--- src/rtl/rc4_pkg.sv ---
// Shared types and constants for the RC4 PRGA decrypt datapath.
package rc4_pkg;

  localparam int unsigned BYTE_W      = 8;
  localparam int unsigned MSG_LEN_DEF = 32;

  // Plaintext alphabet: lowercase letters and space.
  localparam logic [BYTE_W-1:0] CHAR_LO = 8'h61;
  localparam logic [BYTE_W-1:0] CHAR_HI = 8'h7A;
  localparam logic [BYTE_W-1:0] CHAR_SP = 8'h20;

  typedef enum logic [3:0] {
    IDLE,
    ADDR_I,
    WAIT_I,
    CAP_I,
    WAIT_J,
    CAP_J,
    WR_J,
    ADDR_F,
    WAIT_F,
    CAP_F,
    NEXT,
    DONE
  } state_t;

endpackage

--- src/rtl/rc4_char_check.sv ---
// Flags whether a plaintext byte belongs to the accepted alphabet.
module rc4_char_check
  import rc4_pkg::*;
(
  input  logic [7:0] ch,
  output logic       valid_c
);

  // Accept 'a'..'z' or space.
  always_comb begin
    valid_c = ((ch >= CHAR_LO) && (ch <= CHAR_HI)) || (ch == CHAR_SP);
  end

endmodule

--- src/rtl/rc4_prga_decrypt.sv ---
// RC4 keystream generation over a pre-shuffled S-memory, decrypting a ROM
// message into a RAM and flagging out-of-alphabet plaintext.
module rc4_prga_decrypt
  import rc4_pkg::*;
#(
  parameter int unsigned MSG_LEN      = MSG_LEN_DEF,
  parameter bit          ABORT_ON_BAD = 1'b1
) (
  input  logic                       clk,
  input  logic                       reset,
  input  logic                       start,
  output logic                       done,
  output logic                       bad_key,
  output logic [7:0]                 s_addr,
  output logic [7:0]                 s_wrdata,
  output logic                       s_wren,
  input  logic [7:0]                 s_rddata,
  output logic [$clog2(MSG_LEN)-1:0] rom_addr,
  input  logic [7:0]                 rom_rddata,
  output logic [$clog2(MSG_LEN)-1:0] ram_addr,
  output logic [7:0]                 ram_wrdata,
  output logic                       ram_wren
);

  localparam int unsigned AW = $clog2(MSG_LEN);
  localparam logic [AW-1:0] K_LAST = AW'(MSG_LEN - 1);

  state_t      state, state_n;
  logic [7:0]  i, i_n, j, j_n, si, si_n, sj, sj_n;
  logic [AW-1:0] k, k_n;
  logic        done_n, bad_key_n, s_wren_n, ram_wren_n;
  logic [7:0]  s_addr_n, s_wrdata_n, ram_wrdata_n;
  logic [AW-1:0] rom_addr_n, ram_addr_n;
  logic [7:0]  pt_c;
  logic        pt_valid_c;

  assign pt_c = s_rddata ^ rom_rddata;

  rc4_char_check u_char_check (
    .ch      (pt_c),
    .valid_c (pt_valid_c)
  );

  // State, datapath and output registers.
  always_ff @(posedge clk) begin
    if (reset) begin
      state      <= IDLE;
      i          <= '0;
      j          <= '0;
      k          <= '0;
      si         <= '0;
      sj         <= '0;
      done       <= 1'b0;
      bad_key    <= 1'b0;
      s_addr     <= '0;
      s_wrdata   <= '0;
      s_wren     <= 1'b0;
      rom_addr   <= '0;
      ram_addr   <= '0;
      ram_wrdata <= '0;
      ram_wren   <= 1'b0;
    end else begin
      state      <= state_n;
      i          <= i_n;
      j          <= j_n;
      k          <= k_n;
      si         <= si_n;
      sj         <= sj_n;
      done       <= done_n;
      bad_key    <= bad_key_n;
      s_addr     <= s_addr_n;
      s_wrdata   <= s_wrdata_n;
      s_wren     <= s_wren_n;
      rom_addr   <= rom_addr_n;
      ram_addr   <= ram_addr_n;
      ram_wrdata <= ram_wrdata_n;
      ram_wren   <= ram_wren_n;
    end
  end

  // Next-state and next-register values; each state's work lands on the edge leaving it.
  always_comb begin
    state_n      = state;
    i_n          = i;
    j_n          = j;
    k_n          = k;
    si_n         = si;
    sj_n         = sj;
    bad_key_n    = bad_key;
    s_addr_n     = s_addr;
    s_wrdata_n   = s_wrdata;
    s_wren_n     = s_wren;
    rom_addr_n   = rom_addr;
    ram_addr_n   = ram_addr;
    ram_wrdata_n = ram_wrdata;
    ram_wren_n   = ram_wren;

    case (state)
      IDLE, DONE: begin
        if (start) begin
          state_n   = ADDR_I;
          i_n       = '0;
          j_n       = '0;
          k_n       = '0;
          bad_key_n = 1'b0;
        end
      end
      ADDR_I: begin
        i_n      = i + 8'd1;
        s_addr_n = i + 8'd1;
        state_n  = WAIT_I;
      end
      WAIT_I: state_n = CAP_I;
      CAP_I: begin
        si_n     = s_rddata;
        j_n      = j + s_rddata;
        s_addr_n = j + s_rddata;
        state_n  = WAIT_J;
      end
      WAIT_J: state_n = CAP_J;
      CAP_J: begin
        sj_n       = s_rddata;
        s_addr_n   = i;
        s_wrdata_n = s_rddata;
        s_wren_n   = 1'b1;
        state_n    = WR_J;
      end
      WR_J: begin
        s_addr_n   = j;
        s_wrdata_n = si;
        s_wren_n   = 1'b1;
        state_n    = ADDR_F;
      end
      ADDR_F: begin
        s_wren_n   = 1'b0;
        s_addr_n   = si + sj;
        rom_addr_n = k;
        state_n    = WAIT_F;
      end
      WAIT_F: state_n = CAP_F;
      CAP_F: begin
        ram_addr_n   = k;
        ram_wrdata_n = pt_c;
        ram_wren_n   = 1'b1;
        if (!pt_valid_c) bad_key_n = 1'b1;
        state_n      = NEXT;
      end
      NEXT: begin
        ram_wren_n = 1'b0;
        if ((k == K_LAST) || (ABORT_ON_BAD && bad_key)) begin
          state_n = DONE;
        end else begin
          k_n     = k + AW'(1);
          state_n = ADDR_I;
        end
      end
      default: state_n = IDLE;
    endcase

    done_n = (state_n == DONE);
  end

endmodule

--- config.mk ---
export PLATFORM = sky130hd
export DESIGN_NAME = rc4_prga_decrypt
export DESIGN_NICKNAME = d
export VERILOG_FILES = /design/src/rtl/rc4_pkg.sv /design/src/rtl/rc4_char_check.sv /design/src/rtl/rc4_prga_decrypt.sv
export SDC_FILE = /design/constraint.sdc
export NUM_CORES = 1
export LEC_CHECK = 0
export ABC_AREA = 1
export CAP_MARGIN = 0
export CORE_MARGIN = 8
export CORE_UTILIZATION = 50
export DETAILED_ROUTE_END_ITERATION = 10
export GPL_ROUTABILITY_DRIVEN = 0
export PLACE_DENSITY = 0.84
export SLEW_MARGIN = 15
export SYNTH_ARGS = -nofsm -noshare
export SYNTH_HDL_FRONTEND = slang
export SYNTH_SLANG_ARGS = --single-unit
--- constraint.sdc ---
create_clock -name clk -period 4.6 [get_ports clk]
set_clock_uncertainty 0.05 [all_clocks]
set_input_delay 0.92 -clock clk [delete_from_list [all_inputs] [get_ports clk]]
set_output_delay 0.92 -clock clk [all_outputs]
set_load 0.005 [all_outputs]
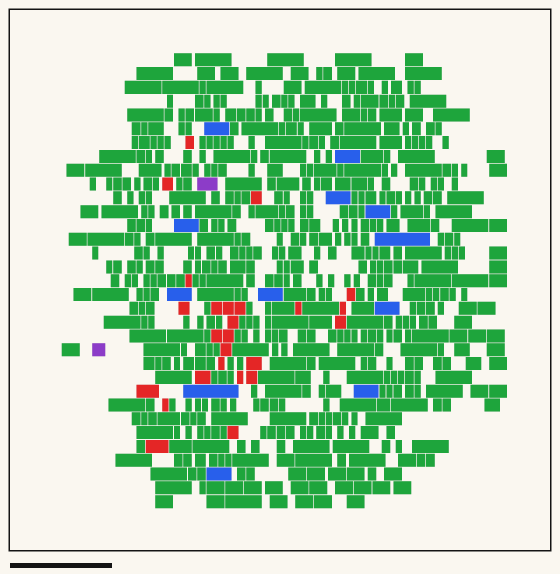
Fig. 1. Cell sizes after repair.
Scale bar: 20 microns.
| size | colour | cells | share |
|---|---|---|---|
| x1 and smaller | green | 601 | 94% |
| x2 | red | 25 | 3.9% |
| x3 and x4 | purple | 2 | 0.31% |
| x6 and larger | blue | 12 | 1.9% |
Plain + repair buffers: 57
post-layout instance area: 4900 sq um
Layout area overhead: 20.1%

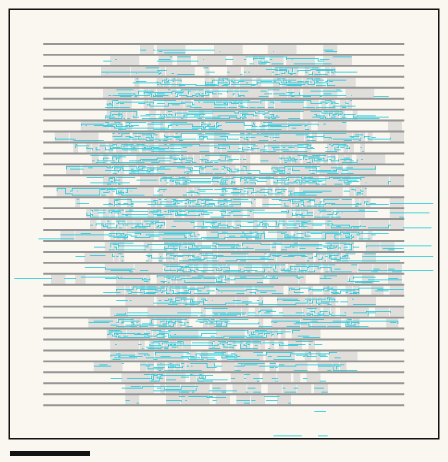
Fig. 2. Signal wires on met1.
Scale bar: 20 microns. Supply wires on this layer in grey. Cells faint in the background.
wire length on this layer: 4690 microns
nets with wire on the layer: 635
share of all routed wire: 42%
wire length after detailed routing: 11.1 mm
vias after detailed routing: 4027
global-route met1 utilization: 0.233

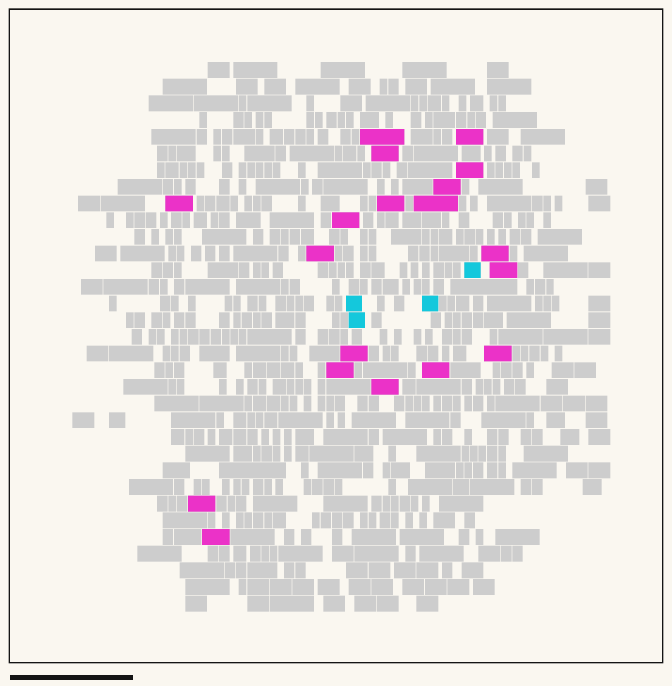
Fig. 3. Logic cells by family.
Scale bar: 20 microns.
| family | colour | cells |
|---|---|---|
| non-inverting ao/oa cells | cyan | 4 |
| fa/ha/maj cells | magenta | 19 |

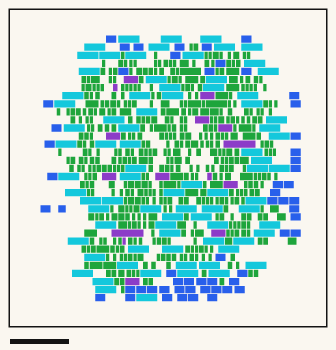
Fig. 4. Cell classes on the final placement.
Scale bar: 20 microns.
| class | colour | cells | share of their area |
|---|---|---|---|
| clock drivers and dummy loads | purple | 15 | 4.4% |
| remaining buffers and delay cells | blue | 57 | 12% |
| remaining logic cells | green | 489 | 51% |
| registers | cyan | 79 | 33% |

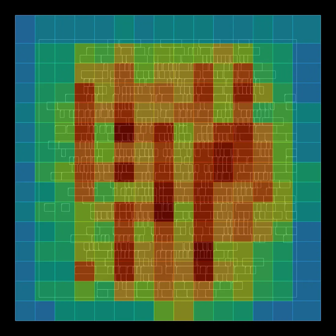
Fig. 5. Track usage over the die.
fraction of met3 tracks used by global routing: 0.0405
share of the core filled with cells: 0.609
Total Routing Usage GR: 0.196
wire length per cell after detailed routing: 14.9 microns

==> notes.md <==
Status
- outcome: complete, no violations

Global routing
- largest net degree at the start of global routing: 43
- Global Route met2 Usage: 0.331

Placement
- number of buffer cells added on primary ports: 56
- pre-CTS setup slack: 1.56 ns

Power
- switching fraction of total power: 0.335
- main power-consuming group: registers
- maximum ir drop on the vdd rail: 0.000211 V
- Clk network pwr share: 0.297
- Clock Power: 0.000566 W

Cells and area
- fraction of cell area in non-clock buffers: 0.116
- Multi-input gate area: 2150 sq um
- number of nets in the layout: 674
- Biggest Area Class: combinational gates
- Comb/total area: 0.438
- Clock buffer cells: 11

Logic synthesis
- Synth async-reset ratio: 0
- share of the synthesized area in the top cell type: 0.387
- cell type with the highest aggregate area in the netlist: sky130_fd_sc_hd__dfxtp_1
- leading cell type by number of instances after synthesis: sky130_fd_sc_hd__nand2_1
- number of instances in the synthesized netlist: 587
- mean post-synth cell area: 6.96 sq um
- Synth Area in Adders: 0.0619
- Post-Synthesis Cell Area: 4080 sq um
- total of warnings raised by yosys: 0

STA
- normalized max-slew margin: 0.339
- Final Hold Violation Tally: 0
- unrepaired setup endpoints after global routing: no
- Max Transition Viols Final: 0
- Tmin final: 2.72 ns

Critical path
- kind of start point of the critical path: input port
- standard cell with the maximum stage delay on the critical path: sky130_fd_sc_hd__clkdlybuf4s50_1
- element type at the critical path end: flop
- slowest cell delay on critical path: 0.54 ns
- number of buffers and inverters on the critical path: 4

Run
- warning total across the stage logs: 26

Floorplan
- height of the chip: 106 microns
- chip area: 11300 sq um
- placement row count: 33

CTS
- maximum level of the CTS H-tree: 3
- CTS hold repair buffers: 0

Route
- detailed router's first-iteration violation count: 300

Min path
- Min-Delay Path Class: flop to flop

## metrics by stage
| step | util | std cells | power (W) |
|---|---|---|---|
| final | 0.609 | 745 | 0.00191 |
| after global routing | 0.609 | 745 | 0.00201 |
| after CTS | 0.609 | 745 | 0.00191 |
| after detailed placement | 0.583 | 730 | 0.00135 |
| after global placement | 0.583 | 730 | 0.00133 |
| after floorplan | - | 587 | 0.00118 |
## metal layers
metal / part of all wire / vias up
met1: 0.42 / 1838
met2: 0.47 / 159
met4: 0.032 / 0
met3: 0.070 / 27
li1: - / 2003
met5: 0 / -
Power is estimated from default activity; no workload was simulated.
